Run 1, the metal 2 layer:
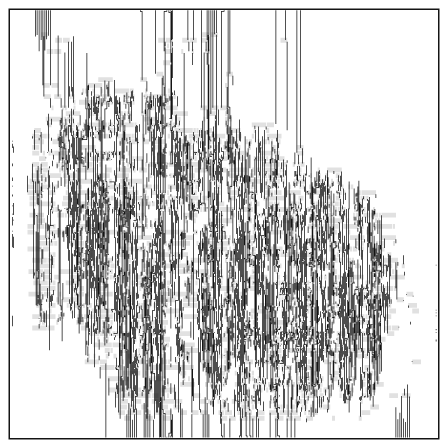
Run 1, drive-strength map:
The bar under the picture is 50 um long.
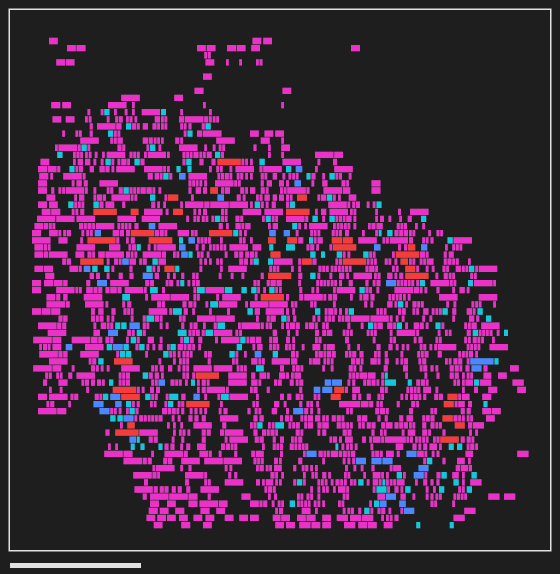
Run 1, signal wires by layer:
Two of the layers only.
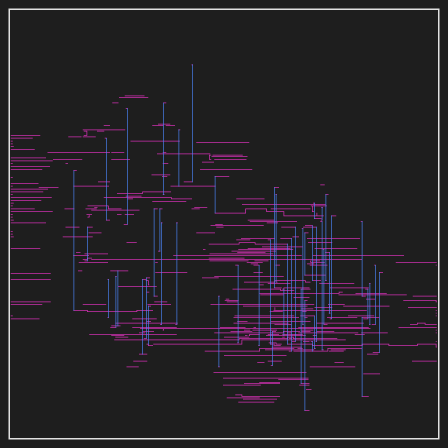
==> src/rtl/fetch_seq_pkg.sv <==
// Shared control encodings for the fetch sequencer: FSM states, next-PC opcodes, reset PC.
package fetch_seq_pkg;

  localparam logic [31:0] ResetPcDefault = 32'h0000_3000;

  typedef enum logic [1:0] {
    StIdle = 2'd0,
    StReq  = 2'd1,
    StHold = 2'd2
  } fetch_state_e;

  // Next-PC opcodes chosen by the redirect tracker each cycle
  typedef enum logic [1:0] {
    NpcKeep  = 2'd0,
    NpcSeq   = 2'd1,
    NpcRedir = 2'd2
  } npc_op_e;

endpackage

==> src/rtl/fetch_seq_redir_track.sv <==
// Tracks one pending redirect: delay-slot match address, squash decision and sticky error.
module fetch_seq_redir_track
  import fetch_seq_pkg::*;
(
  input  logic        clk_i,
  input  logic        rst_ni,
  input  logic        redir_valid_i,
  input  logic [31:0] redir_src_i,
  input  logic [31:0] redir_target_i,
  input  logic [31:0] pc_i,
  input  logic        in_req_i,
  input  logic        fire_i,
  output npc_op_e     npc_op_o,
  output logic        squash_o,
  output logic [31:0] target_o,
  output logic        seq_err_o
);

  logic        pend_q, pend_d;
  logic        squash_q, squash_d;
  logic [31:0] match_q, match_d;
  logic [31:0] target_q, target_d;
  logic        seq_err_q, seq_err_d;

  logic        capture, late_hit, eff_valid, eff_squash;
  logic [31:0] tgt_in, slot_addr, late_addr, eff_match, eff_target;

  // A redirect arriving this cycle is judged against the current pc, before any increment
  always_comb begin
    capture    = redir_valid_i & ~pend_q;
    tgt_in     = {redir_target_i[31:2], 2'b00};
    slot_addr  = redir_src_i + 32'd4;
    late_addr  = redir_src_i + 32'd8;
    late_hit   = capture & (pc_i == late_addr);
    eff_valid  = pend_q | capture;
    eff_match  = pend_q ? match_q : (late_hit ? late_addr : slot_addr);
    eff_squash = pend_q ? squash_q : late_hit;
    eff_target = pend_q ? target_q : tgt_in;

    pend_d    = pend_q;
    squash_d  = squash_q;
    match_d   = match_q;
    target_d  = target_q;
    seq_err_d = seq_err_q | (redir_valid_i & pend_q);
    npc_op_o  = fire_i ? NpcSeq : NpcKeep;
    squash_o  = 1'b0;
    target_o  = eff_target;

    if (late_hit && !in_req_i) begin
      // Delay slot already fetched but the next fetch not yet requested: jump now
      npc_op_o = NpcRedir;
    end else if (fire_i && eff_valid && (pc_i == eff_match)) begin
      npc_op_o = NpcRedir;
      squash_o = eff_squash;
      pend_d   = 1'b0;
    end else if (capture) begin
      pend_d   = 1'b1;
      squash_d = late_hit;
      match_d  = eff_match;
      target_d = tgt_in;
    end
  end

  // Pending-redirect and error registers
  always_ff @(posedge clk_i) begin
    if (!rst_ni) begin
      pend_q    <= 1'b0;
      squash_q  <= 1'b0;
      match_q   <= 32'd0;
      target_q  <= 32'd0;
      seq_err_q <= 1'b0;
    end else begin
      pend_q    <= pend_d;
      squash_q  <= squash_d;
      match_q   <= match_d;
      target_q  <= target_d;
      seq_err_q <= seq_err_d;
    end
  end

  assign seq_err_o = seq_err_q;

endmodule

==> src/rtl/fetch_seq.sv <==
// Instruction fetch sequencer: issues word fetches, holds under decode stall, applies
// delayed-branch redirects. All outputs come straight from registers.
module fetch_seq
  import fetch_seq_pkg::*;
#(
  parameter logic [31:0] ResetPc = ResetPcDefault
) (
  input  logic        clk_i,
  input  logic        rst_ni,
  input  logic        stall_i,
  input  logic        redir_valid_i,
  input  logic [31:0] redir_src_i,
  input  logic [31:0] redir_target_i,
  output logic        imem_req_o,
  output logic [31:0] imem_addr_o,
  input  logic        imem_ack_i,
  output logic        if_valid_o,
  output logic [31:0] if_pc_o,
  output logic        seq_err_o
);

  fetch_state_e state_q, state_d;
  logic [31:0]  pc_q, pc_d;
  logic         if_valid_q, if_valid_d;
  logic [31:0]  if_pc_q, if_pc_d;

  logic         fire;
  logic         squash;
  npc_op_e      npc_op;
  logic [31:0]  redir_tgt;

  assign fire = (state_q == StReq) & imem_ack_i;

  fetch_seq_redir_track u_redir_track (
    .clk_i          (clk_i),
    .rst_ni         (rst_ni),
    .redir_valid_i  (redir_valid_i),
    .redir_src_i    (redir_src_i),
    .redir_target_i (redir_target_i),
    .pc_i           (pc_q),
    .in_req_i       (state_q == StReq),
    .fire_i         (fire),
    .npc_op_o       (npc_op),
    .squash_o       (squash),
    .target_o       (redir_tgt),
    .seq_err_o      (seq_err_o)
  );

  // Next state, fetch PC and decode-facing instruction register
  always_comb begin
    state_d    = state_q;
    if_pc_d    = if_pc_q;
    // A presented instruction retires when decode is not stalling
    if_valid_d = if_valid_q & stall_i;

    case (state_q)
      StIdle: state_d = StReq;
      StReq: begin
        if (imem_ack_i && !squash) begin
          if_valid_d = 1'b1;
          if_pc_d    = pc_q;
          state_d    = stall_i ? StHold : StReq;
        end
      end
      StHold: begin
        if (!stall_i) state_d = StReq;
      end
      default: state_d = StIdle;
    endcase

    case (npc_op)
      NpcSeq:   pc_d = pc_q + 32'd4;
      NpcRedir: pc_d = redir_tgt;
      default:  pc_d = pc_q;
    endcase
  end

  // Sequencer state registers
  always_ff @(posedge clk_i) begin
    if (!rst_ni) begin
      state_q    <= StIdle;
      pc_q       <= ResetPc;
      if_valid_q <= 1'b0;
      if_pc_q    <= 32'd0;
    end else begin
      state_q    <= state_d;
      pc_q       <= pc_d;
      if_valid_q <= if_valid_d;
      if_pc_q    <= if_pc_d;
    end
  end

  assign imem_req_o  = (state_q == StReq);
  assign imem_addr_o = pc_q;
  assign if_valid_o  = if_valid_q;
  assign if_pc_o     = if_pc_q;

endmodule
==> config.mk <==
export PLATFORM = sky130hd
export DESIGN_NAME = fetch_seq
export DESIGN_NICKNAME = d
export VERILOG_FILES = /design/src/rtl/fetch_seq_pkg.sv /design/src/rtl/fetch_seq_redir_track.sv /design/src/rtl/fetch_seq.sv
export SDC_FILE = /design/constraint.sdc
export NUM_CORES = 1
export LEC_CHECK = 0
export ABC_AREA = 1
export CAP_MARGIN = 20
export CORE_MARGIN = 8
export CORE_UTILIZATION = 30
export CTS_CLUSTER_DIAMETER = 120
export DETAILED_ROUTE_END_ITERATION = 8
export GPL_ROUTABILITY_DRIVEN = 0
export GPL_TIMING_DRIVEN = 0
export SLEW_MARGIN = 10
export SYNTH_ARGS = -nofsm -noshare
export SYNTH_HDL_FRONTEND = slang
export SYNTH_HIERARCHICAL = 1
export SYNTH_SLANG_ARGS = --single-unit
export TNS_END_PERCENT = 1
==> constraint.sdc <==
create_clock -name clk_i -period 6.11 [get_ports clk_i]
set_input_delay 1.222 -clock clk_i [delete_from_list [all_inputs] [get_ports clk_i]]
set_output_delay 1.222 -clock clk_i [all_outputs]
set_load 0.05 [all_outputs]
==> results.py, run 1 <==
# Synthesis and PnR figures
metrics = {
    "min_path": {
        "min_path_type": "reg -> reg",
        "hold_depth": 2,
    },
    "flow_run": {
        "max-cap-violations": 0,
        "warnings": 29,
    },
    "power_and_ir_drop": {
        "intPower_mw": 1.69,
        "p_seq_share_pct": 36.4,
        "combPwrFrac_pct": 24.0,
        "p_leak_nw": 6.33,
        "irDropWorstVdd_mv": 0.213,
        "power_leader": "clock",
        "cellPowerDensity_mw_per_mm2": 193,
        "p_clk_share_pct": 39.6,
    },
    "setup_path": {
        "path_depth": 35,
        "critPathSlowestCell": "clkdlybuf4s50_1",
        "crit_path_end": "imem_addr_o[20]",
    },
    "clocking": {
        "clock_sinks": 132,
        "cts-resized-gates": 8,
        "insertion_delay_ns": 0.44,
        "cts_buffers": 17,
    },
    "global_route": {
        "grt_max_degree": 17,
        "busiest_layer": "met2",
    },
    "synth": {
        "synth_xor_xnor_area_share_pct": 2.83,
        "edf_count": 0,
        "ys_sh_adder_pct": 0.461,
        "synth_flops": 132,
        "synthDistinctLibCells": 43,
        "ys_sh_aoi_pct": 8.97,
        "ys_top_cells_by_count": "597 x nand2_1, 278 x inv_1, 185 x nor2_1, 160 x nand3_1, 132 x dfxtp_1",
        "syn-cell-area_mm2": 0.0109,
    },
    "timing": {
        "max_freq_ghz": 0.170,
        "holdWs_ns": 0.460,
        "fin_crit_sh_pct": 96.1,
        "period_minus_slack_ns": 5.87,
        "worst_pin_slew_ns": 0.765,
    },
    "route": {
        "ant_nets": 0,
        "initialDrtViolationCount": 1318,
        "wl_met1_um": 18500,
    },
    "cells_and_area": {
        "nets": 2114,
        "flops": 132,
        "sh_seq_area_pct": 19.7,
        "clock_buffers": 17,
    },
    "run_status": {
        "outcome": "finished, final reports clean",
    },
    "die": {
        "num_rows": 69,
    },
    "placement": {
        "dpl_cell_area_mm2": 0.0128,
    },
}
-- 'the metal 2 layer' (at the start) --
longest straight run: 82.3 um
share of all routed wire: 47%
Final Routed Wirelength: 45400 um
met2 Use GR: 34.8%
DR vias: 12800

-- 'drive-strength map' (at the start) --
| color | size | cells | share |
|---|---|---|---|
| cyan | drive 2 | 150 | 7.3% |
| magenta | drive 1 or less | 1811 | 88% |
| blue | drive 3 to 4 | 49 | 2.4% |
| red | drive 6 and up | 43 | 2.1% |
Area Growth Syn to Fin: 23.7%
Final WS setup: 0.238 ns
Non-CTS buffers: 222

-- 'signal wires by layer' (at the start) --
| color | layer | wire length |
|---|---|---|
| magenta | met3 | 3970 um |
| blue | met4 | 1760 um |
WL/cell: 18.1 um
total global-route track usage: 20.7%

==> inputs of run 2 (changes only) <==
--- a/config.mk
+++ b/config.mk
@@ -13,6 +13,7 @@
 export DETAILED_ROUTE_END_ITERATION = 8
 export GPL_ROUTABILITY_DRIVEN = 0
 export GPL_TIMING_DRIVEN = 0
+export MAX_ROUTING_LAYER = met4
 export SLEW_MARGIN = 10
 export SYNTH_ARGS = -nofsm -noshare
 export SYNTH_HDL_FRONTEND = slang
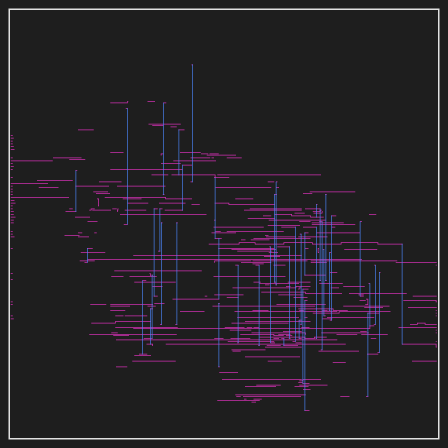
Run 2: signal wires by layer
Two of the layers only.
total global-route track usage: 21.4%
DR vias: 12800

==> run 2 against run 1 <==
Non-clock buffer count stayed put. Synthesized cell count unchanged. Die area stayed put. Cell area about the same. Register-to-register slack hardly changed. Largest power group unchanged.
==> results.py, run 2 <==
# Synthesis and PnR figures
metrics = {
    "run_status": {
        "outcome": "finished, final reports clean",
    },
    "synth": {
        "synth_flops": 132,
        "ys_top_cells_by_count": "597 x nand2_1, 278 x inv_1, 185 x nor2_1, 160 x nand3_1, 132 x dfxtp_1",
        "syn-cell-area_mm2": 0.0109,
        "ys_sh_aoi_pct": 8.97,
        "edf_count": 0,
        "ys_sh_adder_pct": 0.461,
    },
    "route": {
        "wl_met1_um": 18700,
        "wl_per_cell_um": 18.0,
    },
    "setup_path": {
        "crit_path_end": "imem_addr_o[20]",
        "path_depth": 37,
        "critPathSlowestCell": "clkdlybuf4s50_1",
    },
    "global_route": {
        "grt_max_degree": 17,
        "busiest_layer": "met2",
    },
    "power_and_ir_drop": {
        "intPower_mw": 1.69,
        "p_clk_share_pct": 39.6,
    },
    "timing": {
        "holdWs_ns": 0.460,
        "fin_crit_sh_pct": 96.7,
        "period_minus_slack_ns": 5.91,
        "worst_pin_slew_ns": 0.775,
    },
    "clocking": {
        "cts-resized-gates": 8,
    },
    "flow_run": {
        "max-cap-violations": 0,
    },
    "cells_and_area": {
        "sh_seq_area_pct": 19.7,
    },
    "min_path": {
        "hold_depth": 2,
    },
}
Power and IR drop assume default switching activity.
